## src/rtl/fop_seq_if.sv

```systemverilog
// fop_seq_if: host-side start/stop handshake plus the sequencer's status and
// fop control outputs. The host side uses the master modport and the
// sequencer uses the slave modport.
interface fop_seq_if #(
  parameter int CNT_W = 16
);

  logic             start;
  logic             stop;
  logic             busy;
  logic             done;
  logic             aborted;
  logic             fop_reset;
  logic             fop_enable;
  logic [CNT_W-1:0] run_count;

  modport master (
    output start,
    output stop,
    input  busy,
    input  done,
    input  aborted,
    input  fop_reset,
    input  fop_enable,
    input  run_count
  );

  modport slave (
    input  start,
    input  stop,
    output busy,
    output done,
    output aborted,
    output fop_reset,
    output fop_enable,
    output run_count
  );

endinterface

```

## src/rtl/fop_seq.sv

```systemverilog
// fop_seq: control sequencer for the fop core.
// A host start pulse produces a reset pulse of RESET_CYCLES, then an enable
// window of RUN_CYCLES (0 = open-ended until stop), then a one-cycle done
// pulse. A stop during reset or run ends the sequence early with aborted set.
// Optional feature macro: FOP_SEQ_RUNCNT_EN builds the saturating count of
// enabled cycles on run_count; without it run_count is tied to zero.
module fop_seq #(
  parameter int RESET_CYCLES = 1,
  parameter int RUN_CYCLES   = 10,
  parameter int CNT_W        = 16
) (
  input logic      clk,
  input logic      reset_n,
  fop_seq_if.slave bus
);

  // Reload values for the shared down-counter. An open-ended run never uses
  // the counter, so it simply loads zero there.
  localparam logic [CNT_W-1:0] RESET_LOAD = CNT_W'(RESET_CYCLES - 1);
  localparam logic [CNT_W-1:0] RUN_LOAD   =
    (RUN_CYCLES == 0) ? '0 : CNT_W'(RUN_CYCLES - 1);
  localparam bit               RUN_OPEN   = (RUN_CYCLES == 0);
  localparam logic [CNT_W-1:0] CNT_ONE    = CNT_W'(1);

  // Reject reset widths that are zero or do not fit in the counter.
  if (RESET_CYCLES < 1 ||
      longint'(RESET_CYCLES) > ((longint'(1) << CNT_W) - 1)) begin : g_bad_reset_cycles
    $error("fop_seq: RESET_CYCLES=%0d outside 1..2^%0d-1", RESET_CYCLES, CNT_W);
  end

  // A negative run length has no meaning.
  if (RUN_CYCLES < 0) begin : g_bad_run_cycles
    $error("fop_seq: RUN_CYCLES=%0d must not be negative", RUN_CYCLES);
  end

  typedef enum logic [1:0] {
    S_IDLE,
    S_RESET,
    S_RUN,
    S_DONE
  } state_t;

  state_t           state;
  logic [CNT_W-1:0] cnt;
  logic             busy_q;
  logic             done_q;
  logic             aborted_q;
  logic             fop_reset_q;
  logic             fop_enable_q;

  // Sequencer FSM; every output is a flop updated together with the state so
  // the fop pins change cleanly on the clock edge.
  always_ff @(posedge clk or negedge reset_n) begin
    if (!reset_n) begin
      state        <= S_IDLE;
      cnt          <= '0;
      busy_q       <= 1'b0;
      done_q       <= 1'b0;
      aborted_q    <= 1'b0;
      fop_reset_q  <= 1'b0;
      fop_enable_q <= 1'b0;
    end else begin
      done_q <= 1'b0;
      case (state)
        S_IDLE: begin
          if (bus.start) begin
            state       <= S_RESET;
            cnt         <= RESET_LOAD;
            aborted_q   <= 1'b0;
            busy_q      <= 1'b1;
            fop_reset_q <= 1'b1;
          end
        end

        S_RESET: begin
          if (bus.stop) begin
            state       <= S_DONE;
            busy_q      <= 1'b0;
            done_q      <= 1'b1;
            aborted_q   <= 1'b1;
            fop_reset_q <= 1'b0;
          end else if (cnt == '0) begin
            state        <= S_RUN;
            cnt          <= RUN_LOAD;
            fop_reset_q  <= 1'b0;
            fop_enable_q <= 1'b1;
          end else begin
            cnt <= cnt - CNT_ONE;
          end
        end

        S_RUN: begin
          if (bus.stop) begin
            state        <= S_DONE;
            busy_q       <= 1'b0;
            done_q       <= 1'b1;
            aborted_q    <= 1'b1;
            fop_enable_q <= 1'b0;
          end else if (!RUN_OPEN && cnt == '0) begin
            state        <= S_DONE;
            busy_q       <= 1'b0;
            done_q       <= 1'b1;
            fop_enable_q <= 1'b0;
          end else if (!RUN_OPEN) begin
            cnt <= cnt - CNT_ONE;
          end
        end

        S_DONE: begin
          state <= S_IDLE;
        end

        default: begin
          state        <= S_IDLE;
          busy_q       <= 1'b0;
          fop_reset_q  <= 1'b0;
          fop_enable_q <= 1'b0;
        end
      endcase
    end
  end

  assign bus.busy       = busy_q;
  assign bus.done       = done_q;
  assign bus.aborted    = aborted_q;
  assign bus.fop_reset  = fop_reset_q;
  assign bus.fop_enable = fop_enable_q;

`ifdef FOP_SEQ_RUNCNT_EN
  localparam logic [CNT_W-1:0] CNT_MAX = '1;

  logic [CNT_W-1:0] run_cnt_q;

  // Count enabled cycles, clearing on an accepted start and saturating at
  // all-ones; the value holds after done until the next start.
  always_ff @(posedge clk or negedge reset_n) begin
    if (!reset_n) begin
      run_cnt_q <= '0;
    end else if (state == S_IDLE && bus.start) begin
      run_cnt_q <= '0;
    end else if (fop_enable_q && run_cnt_q != CNT_MAX) begin
      run_cnt_q <= run_cnt_q + CNT_ONE;
    end
  end

  assign bus.run_count = run_cnt_q;
`else
  assign bus.run_count = '0;
`endif

  // The fop core must never see reset and enable together.
  a_reset_enable_exclusive : assert property (
    @(posedge clk) disable iff (!reset_n) !(fop_reset_q && fop_enable_q)
  );

  // done is a single-cycle pulse.
  a_done_single_cycle : assert property (
    @(posedge clk) disable iff (!reset_n) done_q |=> !done_q
  );

  // busy and done are never high together.
  a_busy_done_exclusive : assert property (
    @(posedge clk) disable iff (!reset_n) !(busy_q && done_q)
  );

endmodule

```

## src/flat_wrapper.sv

```systemverilog
// flat-port wrapper written by rule: the top's interface ports become plain ports
module fop_seq_flat 
#(
  parameter int RESET_CYCLES = 1,
  parameter int RUN_CYCLES   = 10,
  parameter int CNT_W        = 16
)
  (clk, reset_n, bus_start, bus_stop, bus_busy, bus_done, bus_aborted, bus_fop_reset, bus_fop_enable, bus_run_count);
  fop_seq_if #(.CNT_W(CNT_W)) bus_i ();
  input logic clk;
  input logic reset_n;
  input wire logic [$bits(bus_i.start)-1:0] bus_start;
  input wire logic [$bits(bus_i.stop)-1:0] bus_stop;
  output wire logic [$bits(bus_i.busy)-1:0] bus_busy;
  output wire logic [$bits(bus_i.done)-1:0] bus_done;
  output wire logic [$bits(bus_i.aborted)-1:0] bus_aborted;
  output wire logic [$bits(bus_i.fop_reset)-1:0] bus_fop_reset;
  output wire logic [$bits(bus_i.fop_enable)-1:0] bus_fop_enable;
  output wire logic [$bits(bus_i.run_count)-1:0] bus_run_count;
  assign bus_i.start = bus_start;
  assign bus_i.stop = bus_stop;
  assign bus_busy = bus_i.busy;
  assign bus_done = bus_i.done;
  assign bus_aborted = bus_i.aborted;
  assign bus_fop_reset = bus_i.fop_reset;
  assign bus_fop_enable = bus_i.fop_enable;
  assign bus_run_count = bus_i.run_count;
  fop_seq #(.RESET_CYCLES(RESET_CYCLES), .RUN_CYCLES(RUN_CYCLES), .CNT_W(CNT_W)) u_core (.clk(clk), .reset_n(reset_n), .bus(bus_i));
endmodule
```

## config.mk

```make
export PLATFORM = sky130hd
export DESIGN_NAME = fop_seq_flat
export DESIGN_NICKNAME = d
export VERILOG_FILES = /design/src/rtl/fop_seq_if.sv /design/src/rtl/fop_seq.sv /design/src/flat_wrapper.sv
export SDC_FILE = /design/constraint.sdc
export NUM_CORES = 1
export LEC_CHECK = 0
export CAP_MARGIN = 20
export CELL_PAD_IN_SITES_DETAIL_PLACEMENT = 0
export CELL_PAD_IN_SITES_GLOBAL_PLACEMENT = 1
export CORE_UTILIZATION = 45
export CTS_BUF_LIST = sky130_fd_sc_hd__clkbuf_4 sky130_fd_sc_hd__clkbuf_8
export DETAILED_ROUTE_END_ITERATION = 12
export PLACE_DENSITY_LB_ADDON = 0.1
export SLEW_MARGIN = 10
export SYNTH_ARGS = -nofsm -noshare
export SYNTH_HDL_FRONTEND = slang
export SYNTH_SLANG_ARGS = --single-unit
```

## constraint.sdc

```tcl
create_clock -name clk -period 3.2 [get_ports clk]
set_clock_uncertainty 0.15 [all_clocks]
set_input_delay 0.48 -clock clk [delete_from_list [all_inputs] [get_ports clk]]
set_output_delay 0.48 -clock clk [all_outputs]
set_load 0.01 [all_outputs]
```

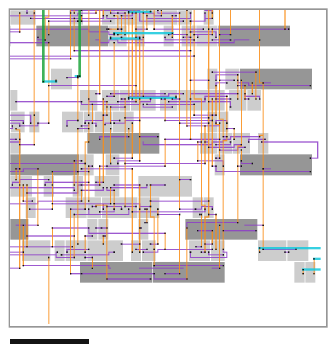
Run 1: layout detail
The bar under the picture is 10 µm long. Region (22, 0) to (62, 40) µm. Cells in grey, sequential cells in the stronger grey; small squares are vias.
layer	colour
M4	green
M3	cyan
M2	orange
M1	purple
sequential cells in the window	9
cells with their middle in the window	74
netlist names of flops here include	u_core.cnt (9)
most frequent	dfrtp_1 (9), nand2_1 (8), nor2_1 (7)

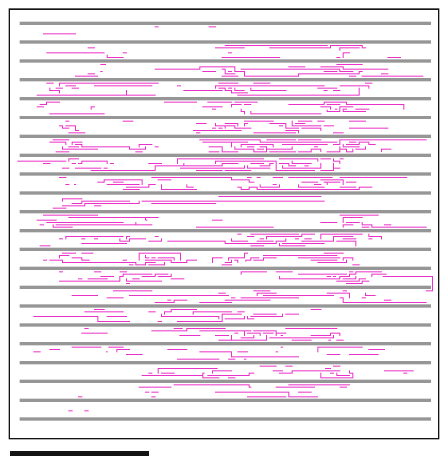
Run 1: metal 1
The bar under the picture is 20 µm long. Supply wires on this layer in grey.
main direction	horizontal
nets with wire on the layer	169
share of all routed wire	48%

==> results.sh, run 1 <==
# yosys + openroad results
export IMPL_hold_viol=0
export IMPL_ios=25
export IMPL_cts_buffers_inserted=3
export IMPL_sw_frac_of_total_pct=51.2
export IMPL_drt_first_pass_iters=4
export IMPL_power_density_mw_per_mm2=1210
export IMPL_p_switching_uw=1040
export IMPL_status="complete, no violations"
export IMPL_power_internal_uw=986
export IMPL_antenna_found_initial=0
export IMPL_crit_type="reg -> reg"
export IMPL_root_buffer="clkbuf_4"
export IMPL_cts_tree="built"
export IMPL_synthTopCellsByCount="dfrtp_1, nand2_1, buf_4, o21ai_0, nor2_1"
export IMPL_synth_distinct_cells=47
export IMPL_cap_violations=0
export IMPL_warnings=29
export IMPL_fp_util_pct=47.4
export IMPL_reg2reg_to="u_core.cnt[6]"
export IMPL_area_growth_syn_to_layout_pct=4.21
export IMPL_netlist_instances=178
export IMPL_ys_top_logic_family="simple AND/OR/NAND/NOR gates"
export IMPL_edf_count=0
export IMPL_final_nets=195
export IMPL_lay_top_count="dfrtp_1"
export IMPL_grt_pass1_vias=1123
export IMPL_io_buffers=8
export IMPL_finalCritPeriodShare_pct=81.5
export IMPL_cp_end_kind="flip-flop"
export IMPL_die_w_um=61.8
export IMPL_synthArstFlopShare_pct=100
export IMPL_ff_type="dfrtp_1"
export IMPL_reg2reg_depth=7
export IMPL_fin_setup_tns_ns=0
export IMPL_setup_violations=0
export IMPL_synth_area_per_cell_um2=9.03
export IMPL_crit_end="u_core.cnt[6]"
export IMPL_grt_total_usage_pct=19.9
export IMPL_max_slew_margin_pct=53.5
export IMPL_dpl_instance_area_mm2=0.00164
export IMPL_grt_overflow=0
export IMPL_cts_num_sinks=23
export IMPL_ys_sh_mux_pct=0.623
export IMPL_core_area_mm2=0.00339
export IMPL_startpoint="u_core.state[0]"
export IMPL_clockBufferDepth=2
export IMPL_mostFrequentLayoutCells="dfrtp_1, nand2_1, conb_1"
export IMPL_grt_start_max_net_pins=24
export IMPL_most_common_cell="dfrtp_1"
export IMPL_final_min_clock_period_ns=2.61
export IMPL_drt_wl_total_um=3430
export IMPL_top_area_share_pct=35.8
export IMPL_clockPowerShare_pct=7.1
export IMPL_min_delay_path_class="in -> async"
export IMPL_ir_drop_v=0.000487
export IMPL_critical_path_required_ns=3.31
export IMPL_htree_levels=1
export IMPL_ys_cells=178
export IMPL_die_area_mm2=0.00381
export IMPL_leakage_uw=0.000742
export IMPL_ys_ff=23
export IMPL_cts_resized_gates=0
export IMPL_place_congestion=0.824
export IMPL_drive_above_1_share_pct=8.65
export IMPL_route_detailed_drc=0
export IMPL_largest_area_cell="dfrtp_1"
export IMPL_hpwl_um=2500
export IMPL_path_clk_slew_ns=0.13
export IMPL_ctsHoldBuffers=0
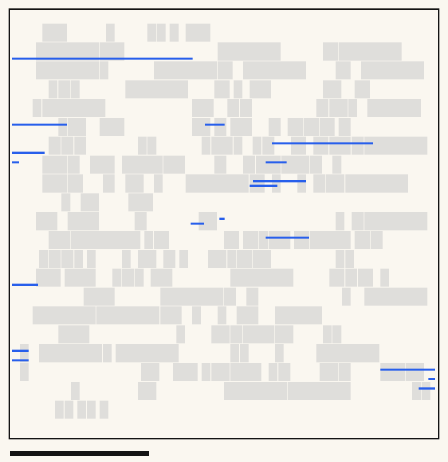
Run 1: M3 wires
The bar under the picture is 20 µm long.
wire length on this layer	94.8 µm
nets with wire on the layer	15
share of all routed wire	2.8%
main direction	horizontal
longest straight run	25.8 µm
via count: 1252
met3 Usage GRT: 3.31%

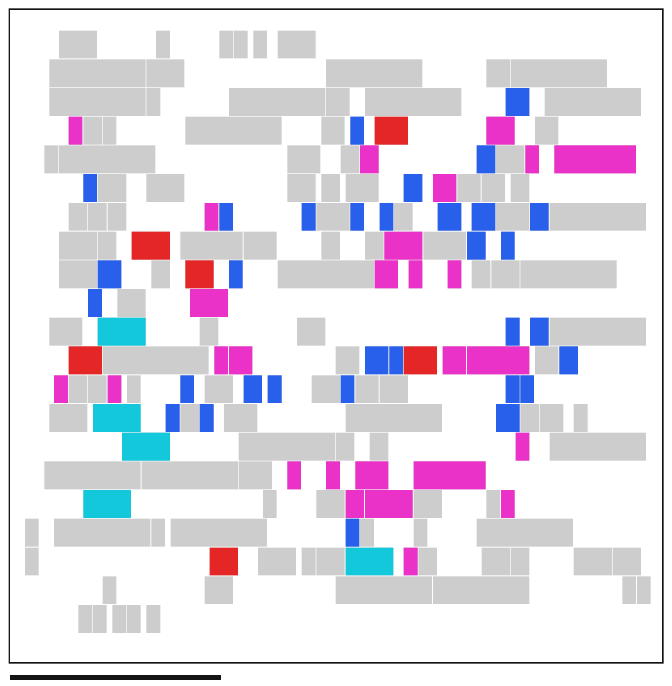
Run 1: gate families picked out
The bar under the picture is 20 µm long.
family	colour	cells
non-inverting ao/oa cells	red	6
nand cells	blue	32
nor cells	magenta	27
fa/ha/maj cells	cyan	5

-- run 1: routing by layer --
metal | wire length (µm) | vias up | track usage (%)
li1 | - | 633 | -
met1 | 1640 | 593 | 27.5
met2 | 1660 | 22 | 32.1
met3 | 94 | 4 | 3.31
met4 | 37 | 0 | 6.03
met5 | 0 | - | 0
-- run 1: stage by stage --
| step | hold WS, ns | total power, µW | std cells | worst slack [ns] |
|---|---|---|---|---|
| floorplan | 0.0344 | 1580 | 193 | 1.12 |
| global placement | 0.359 | 1870 | 227 | 0.646 |
| detailed placement | 0.368 | 1880 | 227 | 0.627 |
| CTS | 0.359 | 2030 | 231 | 0.622 |
| global route | 0.381 | 2220 | 231 | 0.376 |
| finish | 0.361 | 2020 | 231 | 0.592 |
-- run 1: layout make-up --
type,instances,area (µm²)
multi-input cells,140,890
clock buffers,4,30.0
fillers,337,1720
flip-flops and latches,23,576
repair buffers,9,87.6
inverters,9,33.8
well taps,46,57.6
-- run 1: registers in the layout, indices dropped and copies added, names as in the netlist --
register and count:
u_core.bus.aborted 1, u_core.state 2, u_core.bus.fop_enable 1, u_core.bus.done 1, u_core.bus.busy 1, u_core.bus.fop_reset 1, u_core.cnt 16
-- run 1: power groups by stage --
| stage | logic, µW | registers (µW) | clock network [µW] |
|---|---|---|---|
| finish | 1320 | 559 | 144 |
| global route | 1480 | 579 | 160 |
| CTS | 1330 | 556 | 150 |
| detailed placement | 1320 | 562 | 0 |
| global placement | 1310 | 559 | 0 |
| floorplan | 1040 | 539 | 0 |
-- run 1: critical path: stages, from the launching register on --
cell     delay [ns]
dfrtp_1        0.42
inv_1          0.14
ha_1           0.40
o21ai_1        0.31
nor3_2         0.43
o21ai_2        0.24
or3_1          0.39
nand3_1        0.07
Run 1, congestion heat map:
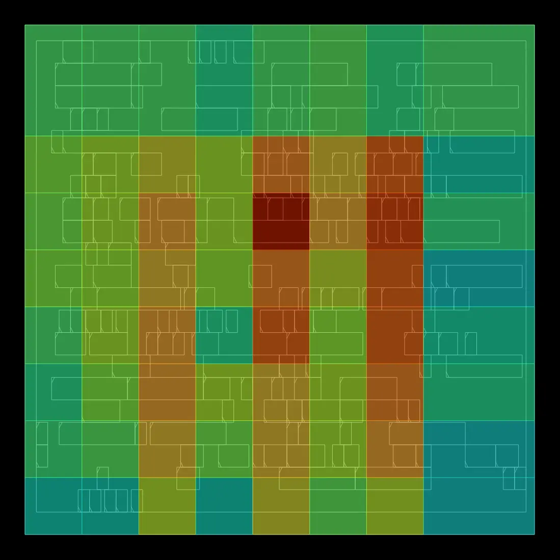

## Run 2: what changed since run 1
--- a/config.mk
+++ b/config.mk
@@ -8,7 +8,7 @@
 export CAP_MARGIN = 20
 export CELL_PAD_IN_SITES_DETAIL_PLACEMENT = 0
 export CELL_PAD_IN_SITES_GLOBAL_PLACEMENT = 1
-export CORE_UTILIZATION = 45
+export CORE_UTILIZATION = 42
 export CTS_BUF_LIST = sky130_fd_sc_hd__clkbuf_4 sky130_fd_sc_hd__clkbuf_8
 export DETAILED_ROUTE_END_ITERATION = 12
 export PLACE_DENSITY_LB_ADDON = 0.1
==> constraint.sdc (replaced) <==
create_clock -name clk -period 2.4 [get_ports clk]
set_clock_uncertainty 0.15 [all_clocks]
set_input_delay 0.36 -clock clk [delete_from_list [all_inputs] [get_ports clk]]
set_output_delay 0.36 -clock clk [all_outputs]
set_load 0.01 [all_outputs]
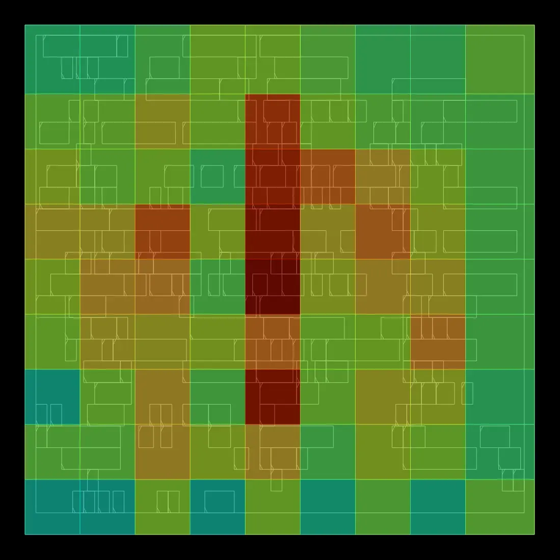
Run 2: congestion heat map
met2 Use GR: 32.8%
WL/cell: 14.9 µm
Top Usage Layer GRT: met2

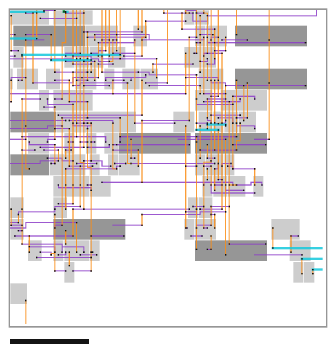
Run 2: layout detail
The bar under the picture is 10 µm long. Region (24, 0) to (64, 40) µm. Cells in grey, sequential cells in the stronger grey; small squares are vias.
layer	colour
M1	purple
M4	green
M2	orange
M3	cyan
cells with their middle in the window	76
most frequent	dfrtp_1 (9), nor2_1 (7), nand2_1 (7)
netlist names of flops here include	u_core.cnt (9)
sequential cells in the window	9

==> results.sh, run 2 <==
# yosys + openroad results
export IMPL_status="complete, no violations"
export IMPL_clk_latency_ns=0.27
export IMPL_cts_buffers_inserted=3
export IMPL_lay_top_count="dfrtp_1"
export IMPL_grt_start_max_net_pins=24
export IMPL_mostFrequentLayoutCells="dfrtp_1, nand2_1, conb_1"
export IMPL_route_detailed_drc=0
export IMPL_hold_viol=0
export IMPL_crit_chain="inv_1 -> ha_1 -> nor3b_4 -> and4_4 -> a21oi_4 -> a2111oi_4 -> mux2i_1"
export IMPL_power_density_mw_per_mm2=1630
export IMPL_critical_path_buf_inv_count=1
export IMPL_preCtsSetupSlack_ns=0.108
export IMPL_largest_area_cell="dfrtp_1"
export IMPL_path_clk_slew_ns=0.09
export IMPL_cap_violations=0
export IMPL_fin_setup_tns_ns=0
export IMPL_drt_wl_total_um=3560
export IMPL_dpl_instance_area_mm2=0.00170
export IMPL_synth_area_per_cell_um2=9.03
export IMPL_hpwl_um=2600
export IMPL_leakage_uw=0.000783
export IMPL_top_area_share_pct=35.8
export IMPL_cts_tree="built"
export IMPL_max_slew_margin_pct=66.8
export IMPL_io_buffers=8
export IMPL_min_delay_path_class="in -> async"
export IMPL_drt_first_pass_iters=4
export IMPL_place_congestion=0.825
export IMPL_cp_end_kind="flip-flop"
export IMPL_setup_slack_ns=0.214
export IMPL_synthTopCellsByCount="dfrtp_1, nand2_1, buf_4, o21ai_0, nor2_1"
export IMPL_synth_distinct_cells=47
export IMPL_cp_top_family="simple AND/OR/NAND/NOR gates"
export IMPL_die_area_mm2=0.00408
export IMPL_worstMarginPinSlew_ns=0.494
export IMPL_netlist_instances=178
export IMPL_setup_violations=0
export IMPL_reg_top3="u_core.cnt x16, u_core.state x2"
export IMPL_cts_num_sinks=23
export IMPL_ff_type="dfrtp_1"
export IMPL_cp_slowest_cell="dfrtp_1"
export IMPL_critical_path_required_ns=2.45
export IMPL_warnings=29
export IMPL_ir_drop_v=0.000769
export IMPL_core_area_mm2=0.00366
export IMPL_n_fill_cell=364
export IMPL_synthArstFlopShare_pct=100
export IMPL_clockBufferDepth=2
export IMPL_cpPeakStageDelay_ns=0.44
export IMPL_edf_count=0
export IMPL_grt_pass1_vias=1269
export IMPL_ys_seq_share_pct=35.8
export IMPL_crit_type="reg -> reg"
export IMPL_seqCellArea_um2=576
export IMPL_root_buffer="clkbuf_8"
export IMPL_drive_above_1_share_pct=11.5
export IMPL_grt_overflow=0
export IMPL_antenna_found_initial=0
export IMPL_fp_util_pct=43.9
export IMPL_ys_cells=178
export IMPL_ys_ff=23
export IMPL_largest_reg_flops=16
export IMPL_total_power_uw=2870
export IMPL_dp_cells=235
export IMPL_final_nets=201
export IMPL_num_vias=1314
export IMPL_regMostFlops="u_core.cnt"
[run 2: cell types whose count changed in the layout (fill, tap and decap cells not counted)]
cell / change
buf_12: +1
clkinv_2: +1
buf_4: +5
o21ai_4: +1
clkbuf_8: +3
o21ai_2: -1
clkbuf_4: -4
[run 2: final timing paths]
kind	depth (start not counted)	end	slack, ns
max	7	u_core.bus.busy	0.21
min reg2reg	2	u_core.bus.busy	0.38
min in group clk	2	u_core.bus.busy	0.38
max reg2reg	7	u_core.bus.busy	0.21
max in group asynchronous	2	u_core.cnt[12]	1.56
min	2	u_core.cnt[4]	0.29
[run 2: final cells by class]
type	instances	share of cell area, %
inverter	9	1.92
clock buffer	3	2.35
tap	48	3.42
clock inverter	1	0.285
multi-input combinational	140	51.0
timing repair buffer	15	8.26
sequential	23	32.7
[run 2: per-layer routing]
| layer | global-route usage, % | up-vias | share of wire (%) |
|---|---|---|---|
| met1 | 24.7 | 631 | 45 |
| met2 | 32.8 | 33 | 50 |
| met5 | 0 | - | 0 |
| li1 | - | 646 | - |
| met3 | 2.14 | 4 | 4.5 |
| met4 | 6.82 | 0 | 1.0 |
[run 2: kinds of logic (layout without fill, tap and decap cells)]
logic type	Yosys count	count (layout)	share of synthesized area, %
AND/OR/NAND/NOR	66	66	23.9
flip-flops	23	23	35.8
AND-OR/OR-AND	52	52	23.2
buffers and inverters	30	28	12.3
multiplexers	1	1	0.623
other	1	16	0.233
adder cells (fa/ha/maj)	5	5	3.89
[run 2: where the power goes]
part           switching (µW)  internal (µW)
clock                     139            116
combinational            1100            774
sequential                201            546
total                    1440           1440
[run 2: what timing repair did]
| action | CTS | global route |
|---|---|---|
| setup endpoints to repair | 0 | 13 |
| gates resized | 0 | 1 |
| buffers inserted | 0 | 0 |
| hold buffers | 0 | 0 |
## Run 3: what changed since run 2
--- a/config.mk
+++ b/config.mk
@@ -9,7 +9,7 @@
 export CELL_PAD_IN_SITES_DETAIL_PLACEMENT = 0
 export CELL_PAD_IN_SITES_GLOBAL_PLACEMENT = 1
 export CORE_UTILIZATION = 42
-export CTS_BUF_LIST = sky130_fd_sc_hd__clkbuf_4 sky130_fd_sc_hd__clkbuf_8
+export CTS_BUF_LIST = sky130_fd_sc_hd__clkbuf_8
 export DETAILED_ROUTE_END_ITERATION = 12
 export PLACE_DENSITY_LB_ADDON = 0.1
 export SLEW_MARGIN = 10
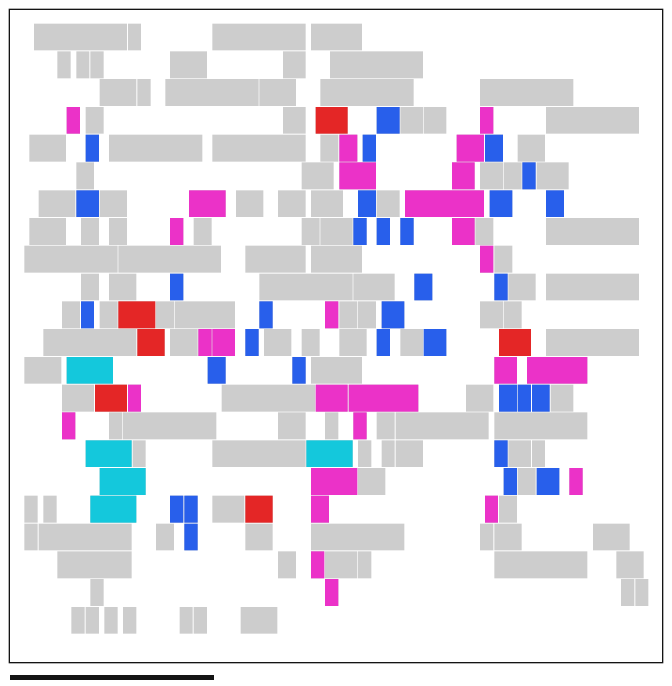
Run 3: gate families picked out
The bar under the picture is 20 µm long.
family	colour	cells
nand cells	blue	32
non-inverting ao/oa cells	red	6
nor cells	magenta	27
fa/ha/maj cells	cyan	5
fin cells: 239
most frequent logic cell in the layout: dfrtp_1

==> results.sh, run 3 <==
# yosys + openroad results
export IMPL_status="complete, no violations"
export IMPL_cpPeakStageDelay_ns=0.44
export IMPL_cap_violations=0
export IMPL_ys_cells=178
export IMPL_grt_pass1_vias=1269
export IMPL_seq_cell_share_pct=32.7
export IMPL_wl_per_cell_um=14.9
export IMPL_warnings=29
export IMPL_cts_num_sinks=23
export IMPL_ys_seq_share_pct=35.8
export IMPL_hold_viol=0
export IMPL_hpwl_um=2600
export IMPL_clockBufferDepth=2
export IMPL_regMostFlops="u_core.cnt"
export IMPL_crit_chain="inv_1 -> ha_1 -> nor3b_4 -> and4_4 -> a21oi_4 -> a2111oi_4 -> mux2i_1"
export IMPL_ff_type="dfrtp_1"
export IMPL_reg_top3="u_core.cnt x16, u_core.state x2"
export IMPL_min_delay_path_class="in -> async"
export IMPL_grt_start_max_net_pins=24
export IMPL_synthTopCellsByCount="dfrtp_1, nand2_1, buf_4, o21ai_0, nor2_1"
export IMPL_seqCellArea_um2=576
export IMPL_preCtsSetupSlack_ns=0.108
export IMPL_leakage_uw=0.000783
export IMPL_fp_util_pct=43.9
export IMPL_inv_count=9
export IMPL_nNonClkBuffers=15
export IMPL_power_density_mw_per_mm2=1630
export IMPL_netlist_instances=178
export IMPL_largest_cell_class="multi-input combinational cells"
export IMPL_io_buffers=8
export IMPL_drive_above_1_share_pct=11.5
export IMPL_max_slew_margin_pct=66.8
export IMPL_largest_area_cell="dfrtp_1"
export IMPL_dpl_instance_area_mm2=0.00170
export IMPL_edf_count=0
export IMPL_cp_top_family="simple AND/OR/NAND/NOR gates"
export IMPL_mostFrequentLayoutCells="dfrtp_1, nand2_1, conb_1"
export IMPL_bufAreaShareNonClock_pct=8.26
export IMPL_place_congestion=0.825
export IMPL_cp_end_kind="flip-flop"
export IMPL_top_area_share_pct=35.8
export IMPL_route_detailed_drc=0
export IMPL_clock_area_share_pct=2.63
export IMPL_root_buffer="clkbuf_8"
export IMPL_crit_type="reg -> reg"
export IMPL_flops=23
export IMPL_grt_overflow=0
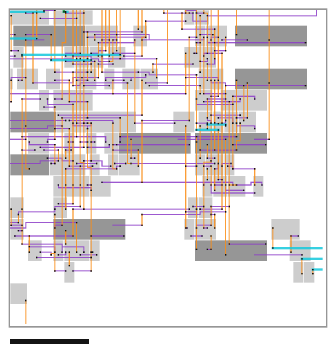
Run 3: layout detail
The bar under the picture is 10 µm long. Region (24, 0) to (64, 40) µm. Cells in grey, sequential cells in the stronger grey; small squares are vias.
layer	colour
M4	green
M3	cyan
M2	orange
M1	purple
sequential cells in the window	9
cells with their middle in the window	76
most frequent	dfrtp_1 (9), nor2_1 (7), nand2_1 (7)
netlist names of flops here include	u_core.cnt (9)

## run 3: cell counts after synthesis
No cell type changed its count.
## run 3: final timing paths
kind                              endpoint  slack, ns             from  cells after the start
min                          u_core.cnt[4]       0.29          reset_n                      2
min in group clk           u_core.bus.busy       0.38  u_core.bus.busy                      2
max                        u_core.bus.busy       0.21    u_core.cnt[0]                      7
max reg2reg                u_core.bus.busy       0.21    u_core.cnt[0]                      7
max in group asynchronous   u_core.cnt[12]       1.56          reset_n                      2
min reg2reg                u_core.bus.busy       0.38  u_core.bus.busy                      2
## run 3: repair_timing
action	CTS	global route
resized	0	1
buffers inserted	0	0
setup endpoints to repair	0	13
## run 3: cell families (layout without fill, tap and decap cells)
kind of cell | count (synthesis) | after routing | synth area share [%]
adders and majority gates | 5 | 5 | 3.89
DFF | 23 | 23 | 35.8
buffers and inverters | 30 | 28 | 12.3
AOI/OAI and AO/OA | 52 | 52 | 23.2
other | 1 | 16 | 0.233
muxes | 1 | 1 | 0.623
and+or+nand+nor | 66 | 66 | 23.9
## run 3: metal layers
metal / track usage, % / part of all wire [%]
met1: 24.7 / 45
met2: 32.8 / 50
met3: 2.14 / 4.5
met4: 6.82 / 1.0
met5: 0 / 0
## run 3: through the flow
step / instances / setup TNS, ns / power, µW
finish: 239 / 0 / 2870
global route: 239 / -0.0136 / 3130
detailed placement: 235 / 0 / 2590
CTS: 239 / 0 / 2860
floorplan: 193 / 0 / 2110
global placement: 235 / 0 / 2580
## run 3: power by group
part | switching [µW] | internal (µW) | total (µW)
Clock | 139 | 116 | 256
Combinational | 1100 | 774 | 1870
Sequential | 201 | 546 | 747
Total | 1440 | 1440 | 2870
Power and IR drop assume default switching activity.
